**src/rtl/div_iter_param.sv**
```systemverilog
// Iterative restoring divider: WIDTH-bit operands, runtime signed/unsigned mode,
// BITS_PER_CYCLE quotient bits per clock, quotient/remainder with C semantics.
module div_iter_param #(
  parameter int WIDTH          = 32,
  parameter int BITS_PER_CYCLE = 1
) (
  input  logic             clock,
  input  logic             ctrl_reset,
  input  logic             ctrl_div,
  input  logic             is_signed,
  input  logic [WIDTH-1:0] data_dividend,
  input  logic [WIDTH-1:0] data_divisor,
  output logic             busy,
  output logic             ready,
  output logic [WIDTH-1:0] quotient,
  output logic [WIDTH-1:0] remainder,
  output logic             exception
);

  localparam int N     = WIDTH / BITS_PER_CYCLE;
  localparam int CNT_W = $clog2(N) + 1;
  localparam logic [WIDTH-1:0] MIN_VAL  = {1'b1, {(WIDTH-1){1'b0}}};

  typedef enum logic [1:0] {IDLE, RUN, FIX, DONE} state_t;

  state_t                  state;
  logic [CNT_W-1:0]        cnt;
  logic [WIDTH:0]          acc;
  logic [WIDTH-1:0]        quo;
  logic [WIDTH-1:0]        mag_m;
  logic                    qneg;
  logic                    rneg;

  logic signed [WIDTH-1:0] dividend_s;
  logic signed [WIDTH-1:0] divisor_s;
  logic                    start_ok;
  logic                    div_zero;
  logic                    sgn_ovf;
  logic [2*WIDTH:0]        step_res;

  // Absolute value in signed mode; unsigned operands pass through untouched.
  function automatic logic [WIDTH-1:0] magnitude(input logic [WIDTH-1:0] v,
                                                 input logic sgn);
    return (sgn && v[WIDTH-1]) ? -v : v;
  endfunction

  // BITS_PER_CYCLE chained restoring steps; the partial remainder keeps one
  // extra bit so the trial subtraction's sign is never lost.
  function automatic logic [2*WIDTH:0] restore_steps(input logic [WIDTH:0]   a,
                                                     input logic [WIDTH-1:0] q,
                                                     input logic [WIDTH-1:0] m);
    logic [WIDTH:0]   aa;
    logic [WIDTH:0]   t;
    logic [WIDTH-1:0] qq;
    aa = a;
    qq = q;
    for (int i = 0; i < BITS_PER_CYCLE; i++) begin
      aa = {aa[WIDTH-1:0], qq[WIDTH-1]};
      qq = {qq[WIDTH-2:0], 1'b0};
      t  = aa - {1'b0, m};
      if (!t[WIDTH]) begin
        aa    = t;
        qq[0] = 1'b1;
      end
    end
    return {aa, qq};
  endfunction

  assign dividend_s = data_dividend;
  assign divisor_s  = data_divisor;
  assign start_ok   = ctrl_div && (state == IDLE || state == DONE);
  assign div_zero   = (data_divisor == '0);
  assign sgn_ovf    = is_signed && (dividend_s == $signed(MIN_VAL)) &&
                      (divisor_s == -1);
  assign step_res   = restore_steps(acc, quo, mag_m);

  // Control and result registers
  always_ff @(posedge clock) begin
    if (ctrl_reset) begin
      state     <= IDLE;
      cnt       <= '0;
      busy      <= 1'b0;
      ready     <= 1'b0;
      exception <= 1'b0;
      quotient  <= '0;
      remainder <= '0;
    end else begin
      ready <= 1'b0;
      case (state)
        IDLE, DONE: begin
          if (ctrl_div) begin
            if (div_zero) begin
              state     <= DONE;
              exception <= 1'b1;
              quotient  <= '0;
              remainder <= data_dividend;
              ready     <= 1'b1;
            end else if (sgn_ovf) begin
              state     <= DONE;
              exception <= 1'b1;
              quotient  <= MIN_VAL;
              remainder <= '0;
              ready     <= 1'b1;
            end else begin
              state <= RUN;
              busy  <= 1'b1;
              cnt   <= '0;
            end
          end
        end
        RUN: begin
          cnt <= cnt + 1'b1;
          if (cnt == CNT_W'(N - 1)) begin
            state <= FIX;
          end
        end
        FIX: begin
          quotient  <= qneg ? -quo : quo;
          remainder <= rneg ? -acc[WIDTH-1:0] : acc[WIDTH-1:0];
          exception <= 1'b0;
          ready     <= 1'b1;
          busy      <= 1'b0;
          state     <= DONE;
        end
        default: begin
          state <= IDLE;
          busy  <= 1'b0;
        end
      endcase
    end
  end

  // Datapath: operand capture at start, then one step block per RUN cycle
  always_ff @(posedge clock) begin
    if (start_ok) begin
      acc   <= '0;
      quo   <= magnitude(data_dividend, is_signed);
      mag_m <= magnitude(data_divisor, is_signed);
      qneg  <= is_signed && (data_dividend[WIDTH-1] ^ data_divisor[WIDTH-1]);
      rneg  <= is_signed && data_dividend[WIDTH-1];
    end else if (state == RUN) begin
      {acc, quo} <= step_res;
    end
  end

endmodule

```
**config.mk**
```make
export PLATFORM = sky130hd
export DESIGN_NAME = div_iter_param
export DESIGN_NICKNAME = d
export VERILOG_FILES = /design/src/rtl/div_iter_param.sv
export SDC_FILE = /design/constraint.sdc
export NUM_CORES = 1
export LEC_CHECK = 0
export CAP_MARGIN = 20
export CORE_MARGIN = 8
export CORE_UTILIZATION = 30
export DETAILED_ROUTE_END_ITERATION = 6
export SKIP_CTS_REPAIR_TIMING = 1
export SYNTH_ARGS = -nofsm -noshare
export SYNTH_HDL_FRONTEND = slang
export SYNTH_SLANG_ARGS = --single-unit
```
**constraint.sdc**
```tcl
create_clock -name clock -period 4.8 [get_ports clock]
set_clock_uncertainty 0.15 [all_clocks]
set_input_delay 1.44 -clock clock [delete_from_list [all_inputs] [get_ports clock]]
set_output_delay 1.44 -clock clock [all_outputs]
set_load 0.01 [all_outputs]
```
==> images/sizing.png <==
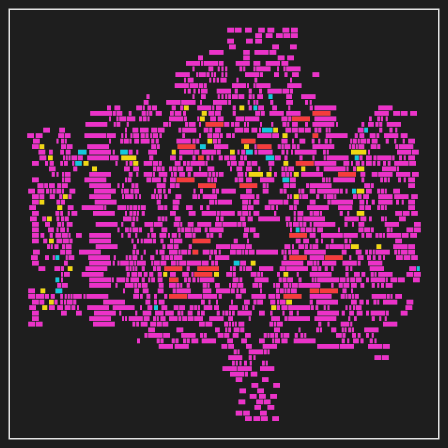
Key: cyan = x2 [cells 20, share 1.3%, most used or2_2]; magenta = x1 and smaller [cells 1398, share 94%, most used nand2_1]; red = x6 and larger [cells 26, share 1.7%, most used clkbuf_16]; yellow = x3 and x4 [cells 43, share 2.9%, most used buf_4]
area growth from synthesis to layout: 22.4%
final worst-path setup slack: 0.434 ns
number of buffers other than clock buffers in the final layout: 166

==> images/congestion_map.png <==
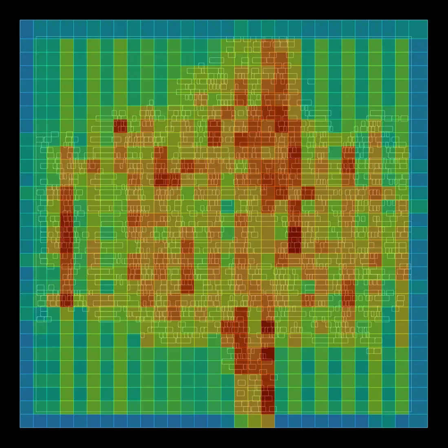
post-route core utilization: 37.0%
met3 Usage GRT: 2.98%

==> images/port_trees.png <==
Scale bar: 50 um.
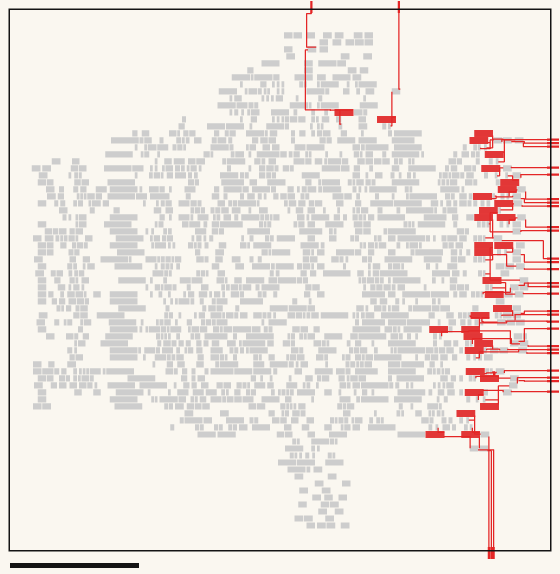
Key: red = `quotient` [direction output, end cells 32, buffers 32, wire 1000 um]

==> images/class_map.png <==
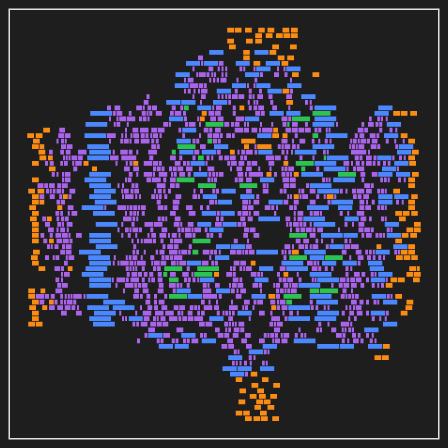
Key: blue = sequential cells [cells 173, share of their area 31%]; green = clock drivers and dummy loads [cells 32, share of their area 4.4%]; orange = remaining buffers and delay cells [cells 166, share of their area 12%]; purple = remaining logic cells [cells 1116, share of their area 52%]
sequential portion of the cell area: 29.9%
area of the core: 0.0373 mm^2
post-route cell area: 0.0138 mm^2

==> images/util_map.png <==
The die is cut into 21 by 21 equal tiles; black is low, pale yellow is high, 0 to 100% covered.
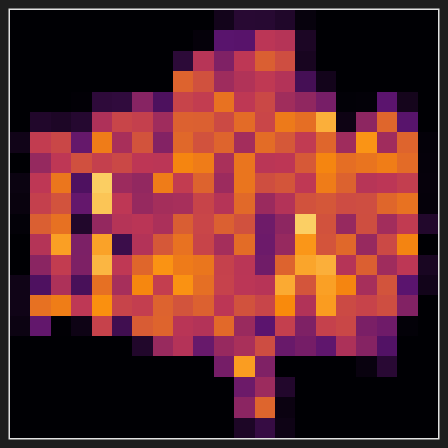
The fullest tile reaches 90%. The mean over all tiles is 30%. 36% of the tiles are nearly empty.

==> run_results.csv <==
group,metric,value,unit
outcome,outcome,"finished clean",
timing,hold_violations,0,
layout,clk_cell_area_share,4.24,%
place,final_hpwl_dp,25.5,mm
floorplan,die-height,210,um
floorplan,init_core_util,30.2,%
clock_tree,cts.reportedPaths.clkPinSlew,0.07,ns
synth,synth.top_cells.by_count,"147 x nand2_1, 115 x a21oi_1, 108 x nor2_1",
setup_path,crit_buf_inv,3,
detailed_routing,drt-pass1-iter-count,5,
layout,final-instance-count-excl-fill,1962,
floorplan,placement_rows,71,
grt,grt_antenna_before_repair,1,
setup_path,cp.arrival,4.56,ns
synth,seq_area_frac_synth,36.6,%
synth,net_count_after_synthesis,1469,
synth,dominantRegCellSynth,"dfxtp_1",
grt,global_route.usage.met1,19.5,%
clock_tree,worst_skew_pair.late_latency,0.43,ns
power_and_ir_drop,power.total,7.90,mW
layout,sh_comb_area,48.3,%
detailed_routing,route.detailed.vias_per_inst,5.21,
setup_path,cp_cell_sequence,"clkdlybuf4s50_1 -> or3_1 -> nor4_1 -> nand3_1 -> nor3_1 -> nor2_1 -> buf_4 -> o22ai_4 -> buf_12 -> nand3_1 -> a21oi_1",
layout,n_sequential_cell,173,
setup_path,critical_path.most_common_cell,"nand3_1",
timing,fin_crit,4.37,ns
## power by group through the flow
stage | logic (mW) | registers (mW) | clock network, mW
2_1_floorplan | 2.86 | 2.48 | 0
3_3_place_gp | 3.82 | 2.65 | 0
3_5_place_dp | 3.85 | 2.66 | 0
4_1_cts | 3.87 | 2.63 | 1.42
5_1_grt | 4.33 | 2.71 | 1.48
6_report | 3.87 | 2.64 | 1.39
## worst paths after layout
check,slack [ns],to,startpoint,cells past startpoint
setup reg to reg,1.11,acc[19],quo[31],12
hold / removal,0.30,quotient[21],quotient[21],2
setup / recovery,0.43,quotient[16],data_dividend[28],11
hold reg to reg,0.30,quotient[21],quotient[21],2
Power is estimated from default activity; no workload was simulated.
